==> images/port_nets.png <==
Scale bar: 20 um.
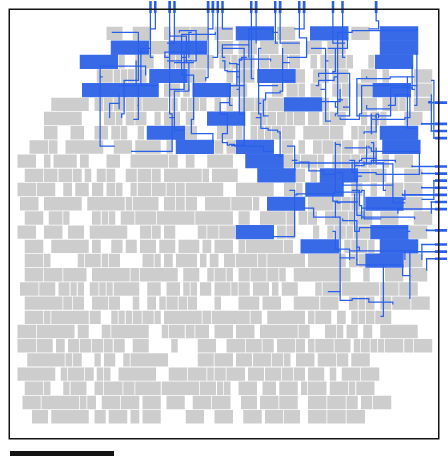
==> images/registers.png <==
Scale bar: 20 um. Other sequential cells in the stronger grey, the rest of the logic in the fainter grey.
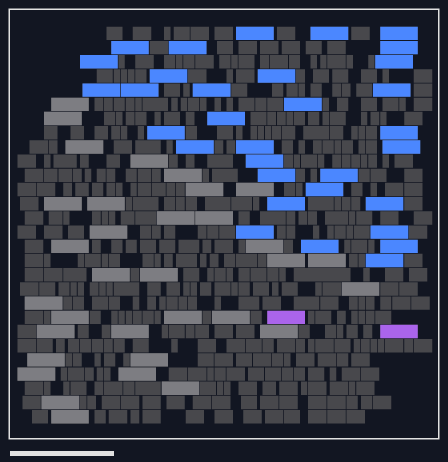
==> images/metal_stack.png <==
Two of the layers only.
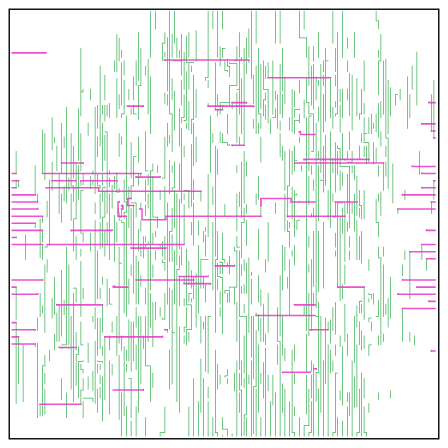
==> images/met1.png <==
Scale bar: 20 um. Supply wires on this layer in grey.
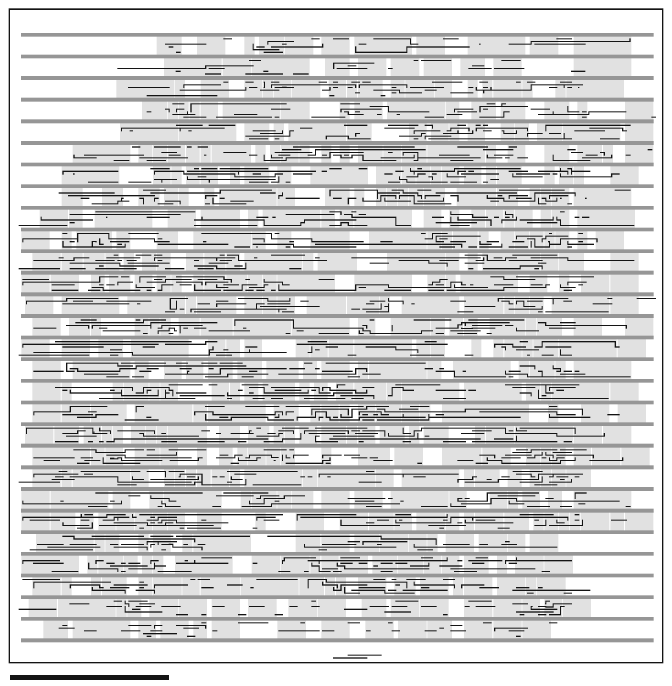
==> images/final_congestion.png <==
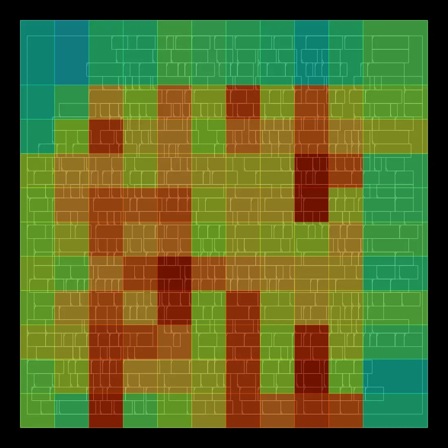
[config.mk]
export PLATFORM = sky130hd
export DESIGN_NAME = pipe_ctrl
export DESIGN_NICKNAME = d
export VERILOG_FILES = /design/src/rtl/pipe_ctrl_pkg.sv /design/src/rtl/pipe_ctrl_hazard_detect.sv /design/src/rtl/pipe_ctrl.sv
export SDC_FILE = /design/constraint.sdc
export NUM_CORES = 1
export LEC_CHECK = 0
export CAP_MARGIN = 0
export CORE_UTILIZATION = 53
export CTS_BUF_LIST = sky130_fd_sc_hd__clkbuf_8
export DETAILED_ROUTE_END_ITERATION = 8
export GPL_TIMING_DRIVEN = 0
export PLACE_DENSITY = 0.88
export SLEW_MARGIN = 30
export SYNTH_ARGS = -nofsm -noshare
export SYNTH_HDL_FRONTEND = slang
export SYNTH_SLANG_ARGS = --single-unit
[constraint.sdc]
create_clock -name clk_i -period 4.7 [get_ports clk_i]
set_input_delay 0.47 -clock clk_i [delete_from_list [all_inputs] [get_ports clk_i]]
set_output_delay 0.47 -clock clk_i [all_outputs]
set_load 0.005 [all_outputs]
[src/rtl/pipe_ctrl_pkg.sv]
// Shared types and helpers for the pipeline sequencer and its hazard compare.
package pipe_ctrl_pkg;

  // Sequencer states; the numeric values are visible on state_o.
  typedef enum logic [1:0] {
    PCTRL_RUN   = 2'd0,
    PCTRL_FLUSH = 2'd1,
    PCTRL_DRAIN = 2'd2,
    PCTRL_HALT  = 2'd3
  } pctrl_state_e;

  // Architectural register index width and number of decode source operands.
  localparam int REG_IDX_W = 5;
  localparam int NUM_SRC   = 2;

  // One source operand collides with a producer when it is actually read
  // and names the same register.
  function automatic logic src_hazard(input logic                 use_src,
                                      input logic [REG_IDX_W-1:0] src,
                                      input logic [REG_IDX_W-1:0] dst);
    return use_src && (src == dst);
  endfunction

endpackage

[src/rtl/pipe_ctrl_hazard_detect.sv]
// Purely combinational load-use detector. Kept separate so the forwarding
// unit can reuse the same compare without pulling in the sequencer.
module pipe_ctrl_hazard_detect
  import pipe_ctrl_pkg::*;
(
  input  logic                 i_d_valid,
  input  logic                 i_e_valid,
  input  logic                 i_e_load,
  input  logic                 i_e_need_dst,
  input  logic [REG_IDX_W-1:0] i_e_dst,
  input  logic [REG_IDX_W-1:0] i_rs1,
  input  logic [REG_IDX_W-1:0] i_rs2,
  input  logic                 i_use_rs1,
  input  logic                 i_use_rs2,
  output logic                 o_load_use
);

  logic [NUM_SRC-1:0]                w_use;
  logic [NUM_SRC-1:0][REG_IDX_W-1:0] w_src;
  logic [NUM_SRC-1:0]                w_match;
  logic                              w_producer;

  assign w_use = {i_use_rs2, i_use_rs1};
  assign w_src = {i_rs2, i_rs1};

  // Register x0 is hard-wired to zero, so a load targeting it never creates
  // a dependency.
  assign w_producer = i_d_valid & i_e_valid & i_e_load & i_e_need_dst &
                      (i_e_dst != '0);

  genvar gi;
  generate
    for (gi = 0; gi < NUM_SRC; gi++) begin : g_src
      assign w_match[gi] = src_hazard(w_use[gi], w_src[gi], i_e_dst);
    end
  endgenerate

  assign o_load_use = w_producer & (|w_match);

endmodule

[src/rtl/pipe_ctrl.sv]
// Central sequencer for the 5-stage core: drives flush, bubble and hold
// controls of the stage registers, owns the redirect-flush and halt/drain
// sequencing, and keeps saturating stall/flush performance counters.
module pipe_ctrl
  import pipe_ctrl_pkg::*;
#(
  parameter int FLUSH_CYCLES = 2,
  parameter int CNT_W        = 32
) (
  input  logic                 clk_i,
  input  logic                 rst,
  input  logic [4:0]           D_rs1_i,
  input  logic [4:0]           D_rs2_i,
  input  logic                 D_use_rs1_i,
  input  logic                 D_use_rs2_i,
  input  logic                 decode_vaild_i,
  input  logic                 execute_vaild_i,
  input  logic                 memory_vaild_i,
  input  logic                 E_load_i,
  input  logic                 E_need_dstE_i,
  input  logic [4:0]           E_dstE_i,
  input  logic                 E_mispredict_i,
  input  logic                 X_busy_i,
  input  logic                 M_busy_i,
  input  logic                 halt_req_i,
  output logic                 fetch_control_o,
  output logic                 decode_control_o,
  output logic                 decode_ready_o,
  output logic                 execute_allow_in_o,
  output logic                 memory_allow_in_o,
  output logic                 pc_hold_o,
  output logic                 halted_o,
  output logic [1:0]           state_o,
  output logic [CNT_W-1:0]     stall_cnt_o,
  output logic [CNT_W-1:0]     flush_cnt_o
);

  // The flush down-counter only has to hold FLUSH_CYCLES-1.
  localparam int               FC_W    = (FLUSH_CYCLES > 1) ? $clog2(FLUSH_CYCLES) : 1;
  localparam logic [FC_W-1:0]  FC_LOAD = FC_W'(FLUSH_CYCLES - 1);
  localparam logic [FC_W-1:0]  FC_ONE  = FC_W'(1);
  localparam logic [CNT_W-1:0] CNT_ONE = CNT_W'(1);

  pctrl_state_e     r_state;
  logic [FC_W-1:0]  r_cnt;
  logic [CNT_W-1:0] r_stall_cnt;
  logic [CNT_W-1:0] r_flush_cnt;

  logic w_load_use;
  logic w_exec_allow;
  logic w_mem_allow;
  logic w_in_run;
  logic w_mis_accept;
  logic w_pipe_empty;
  logic w_pc_hold;
  logic w_decode_ready;
  logic w_fetch_ctrl;
  logic w_decode_ctrl;

  pipe_ctrl_hazard_detect u_hazard (
    .i_d_valid    (decode_vaild_i),
    .i_e_valid    (execute_vaild_i),
    .i_e_load     (E_load_i),
    .i_e_need_dst (E_need_dstE_i),
    .i_e_dst      (E_dstE_i),
    .i_rs1        (D_rs1_i),
    .i_rs2        (D_rs2_i),
    .i_use_rs1    (D_use_rs1_i),
    .i_use_rs2    (D_use_rs2_i),
    .o_load_use   (w_load_use)
  );

  // A stalled memory stage backs up execute as well.
  assign w_mem_allow  = ~M_busy_i;
  assign w_exec_allow = ~M_busy_i & ~X_busy_i;

  // A mispredict seen while execute is held is not acted on; it stays on the
  // input and is re-evaluated once execute can advance.
  assign w_in_run     = (r_state == PCTRL_RUN);
  assign w_mis_accept = w_in_run & E_mispredict_i & w_exec_allow;

  // Drain completes once nothing is left in flight past fetch.
  assign w_pipe_empty = ~decode_vaild_i & ~execute_vaild_i & ~memory_vaild_i & ~M_busy_i;

  // Hold and bubble controls depend on the state and the live hazards.
  always_comb begin
    w_pc_hold      = 1'b1;
    w_decode_ready = 1'b1;
    unique case (r_state)
      PCTRL_RUN: begin
        w_pc_hold      = w_load_use | ~w_exec_allow;
        w_decode_ready = ~w_load_use;
      end
      PCTRL_FLUSH: begin
        // Fetch must run so the redirect PC is picked up.
        w_pc_hold = 1'b0;
      end
      PCTRL_DRAIN,
      PCTRL_HALT: begin
        w_pc_hold = 1'b1;
      end
      default: begin
        w_pc_hold = 1'b1;
      end
    endcase
  end

  // Squash controls for fetch_reg and decode_reg; reset forces both low.
  always_comb begin
    w_fetch_ctrl  = 1'b1;
    w_decode_ctrl = 1'b1;
    unique case (r_state)
      PCTRL_RUN: begin
        if (w_mis_accept) begin
          w_fetch_ctrl  = 1'b0;
          w_decode_ctrl = 1'b0;
        end
      end
      PCTRL_FLUSH: begin
        w_fetch_ctrl  = 1'b0;
        w_decode_ctrl = 1'b0;
      end
      PCTRL_DRAIN,
      PCTRL_HALT: begin
        // Fetch is only held (its instruction is replayed on resume);
        // decode is bubbled so nothing new enters execute.
        w_decode_ctrl = 1'b0;
      end
      default: begin
        w_decode_ctrl = 1'b0;
      end
    endcase
    if (rst) begin
      w_fetch_ctrl  = 1'b0;
      w_decode_ctrl = 1'b0;
    end
  end

  // Sequencer FSM: redirect flush window and halt/drain handshake.
  always_ff @(posedge clk_i) begin
    if (rst) begin
      r_state <= PCTRL_RUN;
      r_cnt   <= '0;
    end else begin
      unique case (r_state)
        PCTRL_RUN: begin
          // Mispredict wins over a halt request; halt is looked at again
          // after the flush window.
          if (w_mis_accept) begin
            r_state <= PCTRL_FLUSH;
            r_cnt   <= FC_LOAD;
          end else if (halt_req_i) begin
            r_state <= PCTRL_DRAIN;
          end
        end
        PCTRL_FLUSH: begin
          if (r_cnt == '0) begin
            r_state <= PCTRL_RUN;
          end else begin
            r_cnt <= r_cnt - FC_ONE;
          end
        end
        PCTRL_DRAIN: begin
          if (!halt_req_i) begin
            r_state <= PCTRL_RUN;
          end else if (w_pipe_empty) begin
            r_state <= PCTRL_HALT;
          end
        end
        PCTRL_HALT: begin
          if (!halt_req_i) begin
            r_state <= PCTRL_RUN;
          end
        end
        default: begin
          r_state <= PCTRL_RUN;
        end
      endcase
    end
  end

  // Saturating performance counters: RUN stall cycles and accepted flushes.
  always_ff @(posedge clk_i) begin
    if (rst) begin
      r_stall_cnt <= '0;
      r_flush_cnt <= '0;
    end else begin
      if (w_in_run && w_pc_hold && (r_stall_cnt != '1)) begin
        r_stall_cnt <= r_stall_cnt + CNT_ONE;
      end
      if (w_mis_accept && (r_flush_cnt != '1)) begin
        r_flush_cnt <= r_flush_cnt + CNT_ONE;
      end
    end
  end

  assign fetch_control_o    = w_fetch_ctrl;
  assign decode_control_o   = w_decode_ctrl;
  assign decode_ready_o     = w_decode_ready;
  assign execute_allow_in_o = w_exec_allow;
  assign memory_allow_in_o  = w_mem_allow;
  assign pc_hold_o          = w_pc_hold;
  assign halted_o           = (r_state == PCTRL_HALT);
  assign state_o            = r_state;
  assign stall_cnt_o        = r_stall_cnt;
  assign flush_cnt_o        = r_flush_cnt;

endmodule

==> results_slide.txt <==
Key Metrics from the Run

Status
  • Run status: complete, no violations

Timing
  • Unrepaired setup endpoints after global routing: no
  • Final worst hold slack: 497 ps
  • Period minus WS final: 3450 ps
  • Final-layout setup total negative slack: 0 ps
  • Final tally of hold violations: 0
  • Final worst-path setup slack: 1250 ps
  • Setup violators final: 0
  • Fraction of the cycle the final worst path needs: 73.5%
  • Final clock skew: 6.29 ps
  • Remaining max-slew budget at the tightest pin: 53.1%

Synthesis
  • Avg Inst Size Synth: 8.08 um^2
  • Count of synthesis-stage warnings from yosys: 0
  • Largest cells by area after synthesis: sky130_fd_sc_hd__dfxtp_1, sky130_fd_sc_hd__xnor2_1, sky130_fd_sc_hd__nor2_1
  • Proportion of netlist area held by the largest area contributor: 39.5%
  • Synthesized registers: 67
  • Synthesized-area fraction occupied by and/or/nand/nor cells: 34.3%
  • Leading register cell type out of synthesis: sky130_fd_sc_hd__dfxtp_1
  • Ys async rst share: 0%
  • Cell taking the most area after synthesis: sky130_fd_sc_hd__dfxtp_1
  • Yosys stat cell total: 420
  • Post-synthesis mux area share: 0.922%
  • Logic family by area: simple AND/OR/NAND/NOR gates
  • Number of distinct library cell variants in the gate-level netlist after synthesis: 42
  • Area of the mapped netlist: 3390 um^2
  • Synth Area in Adders: 0.738%
  • XOR/XNOR Area Share: 12.4%

Floorplan
  • Initial Utilization: 56.0%
  • Die extent in x: 82 um
  • Standard cell core area: 6060 um^2
  • Placement row count: 28
  • DIE HEIGHT: 82 um

Clocking
  • Clock buffers created by TritonCTS: 9
  • Hold Buf Count CTS: 0
  • Number of clock sinks seen by CTS: 67
  • H-tree levels: 3
  • Cts repair resizes: 0
  • Number of buffers on the longest clock path: 2
  • Buffers inserted during post-CTS setup optimization: 0
  • CTS Root Buffer Type: sky130_fd_sc_hd__clkbuf_8

GRT
  • Vias in the first global route: 3167
  • Maximum number of pins on one net before global-route repair: 11
  • Total gr overflow: 0
  • Most used routing layer in global routing: met2
  • Antenna violations before repair: 0

Place
  • Routability Congestion: 0.860
  • Placement-stage worst setup slack: 1310 ps
  • Port buffer count: 100
  • Area after detailed placement: 4490 um^2
  • Placed cell count: 595
  • HPWL reported at the end of detailed placement: 6480 um

Setup path
  • Series of cell instances along the critical path: clkdlybuf4s50_1, or4_1, nor2_1, nor4_1, a21oi_1, clkbuf_1, nand2b_1, clkdlybuf4s50_1
  • Crit-path max FO: 10
  • Setup slack of the most critical reg-to-reg path: 2110 ps
  • Worst reg2reg startpoint: flush_cnt_o[0]
  • Cell type with the highest occurrence count on the critical path: sky130_fd_sc_hd__clkdlybuf4s50_1
  • CP Data Required Time: 4230 ps
  • Crit. End Element: primary output
  • Standard cell with the maximum stage delay on the critical path: sky130_fd_sc_hd__or4_1
  • Setup crit start kind: input pin
  • Sum of buffers and inverters on the critical path: 3
  • End of the critical path: pc_hold_o
  • Critical Path AT: 2980 ps
  • End of the worst register-to-register path: flush_cnt_o[5]
  • Gate family responsible for the most delay along the worst path: buffers and inverters
  • Critical path class: input pin to primary output

Detailed routing
  • Total wire length after detailed routing: 8940 um
  • Detailed route wirelength on metal3: 476 um
  • Amount of wire on met2 after detailed routing: 4400 um
  • Sum of routed wire segments on met1: 3910 um
  • Total iterations of the first detailed-routing run: 6
  • Average wire length per cell after detail routing: 14.7 um
  • Number of DRC violations after detailed routing: 0
  • Antenna viol nets, final: 0
  • 1st-iter DRT viols: 198
  • Total number of vias: 3459
  • Top layer used by detailed routing: met4

Pwr
  • Largest vdd supply drop: 0.220 mV
  • Combinational cell power: 0.000108 W
  • Total power: 0.00115 W
  • Share of total power in sequential cells: 50.4%
  • Sequential Power: 0.000579 W
  • P_int: 0.000880 W
  • Largest power group: registers
  • Proportion of power drawn by combinational gates: 9.4%
  • Clk network pwr share: 40.2%
  • Leakage power total: 1.54 nW
  • Switching share of power: 23.5%

Final layout
  • Most used logic cell in the final layout: sky130_fd_sc_hd__clkdlybuf4s50_1
  • Count of non-CTS buffers in the layout: 118
  • Fin util: 77.0%
  • Most area-hungry cell class in the final design: logic gates
  • Most used cells in the layout excluding fill and tap cells: sky130_fd_sc_hd__clkdlybuf4s50_1, sky130_fd_sc_hd__dfxtp_1, sky130_fd_sc_hd__nor2_1
  • Filler Cell Count: 439
  • Area of all placed cells without fillers: 4670 um^2
  • Clock network area share: 3.89%
  • Logic area: 1930 um^2
  • FF/Latch Area: 1340 um^2
  • Number of flip-flops and latches: 67
  • Layout net count: 561
  • Number of logic gates: 330
  • Diode count: 0
  • Final cell count without fillers: 609
  • Sequential cell area share: 28.7%
  • Proportion of layout cells with a drive suffix above 1: 5.62%
  • Fraction of cell area in non-clock buffers: 23.7%

Job
  • Max cap viols: 0
  • Number of warnings the tools reported: 26

Min path
  • Endpoint with the worst hold slack: r_cnt
  • Hold path start: r_cnt
  • HP Class: flip-flop to flip-flop
Back to the opening pictures, port_nets.png:
Blue shows flush_cnt_o, bits 32, direction output, edge 17 top, 15 right, end cells 32, buffers 32, wire 1170 um.

Back to the opening pictures, registers.png:
Purple shows state_o, flops 2. Blue shows flush_cnt_o, flops 32.

Back to the opening pictures, metal_stack.png:
Magenta shows met3, wire length 477 um. Green shows met2, wire length 4400 um.

Back to the opening pictures, met1.png:
The wires run mostly horizontal. The layer carries 3910 um of wire. The longest straight run is 19.3 um. 496 nets have wire on it.

Back to the opening pictures, final_congestion.png:
global routing met1 resource utilization: 34.9%
Total Routing Usage GR: 28.2%
global-route track usage on met3: 4.78%

Power and IR drop assume default switching activity.
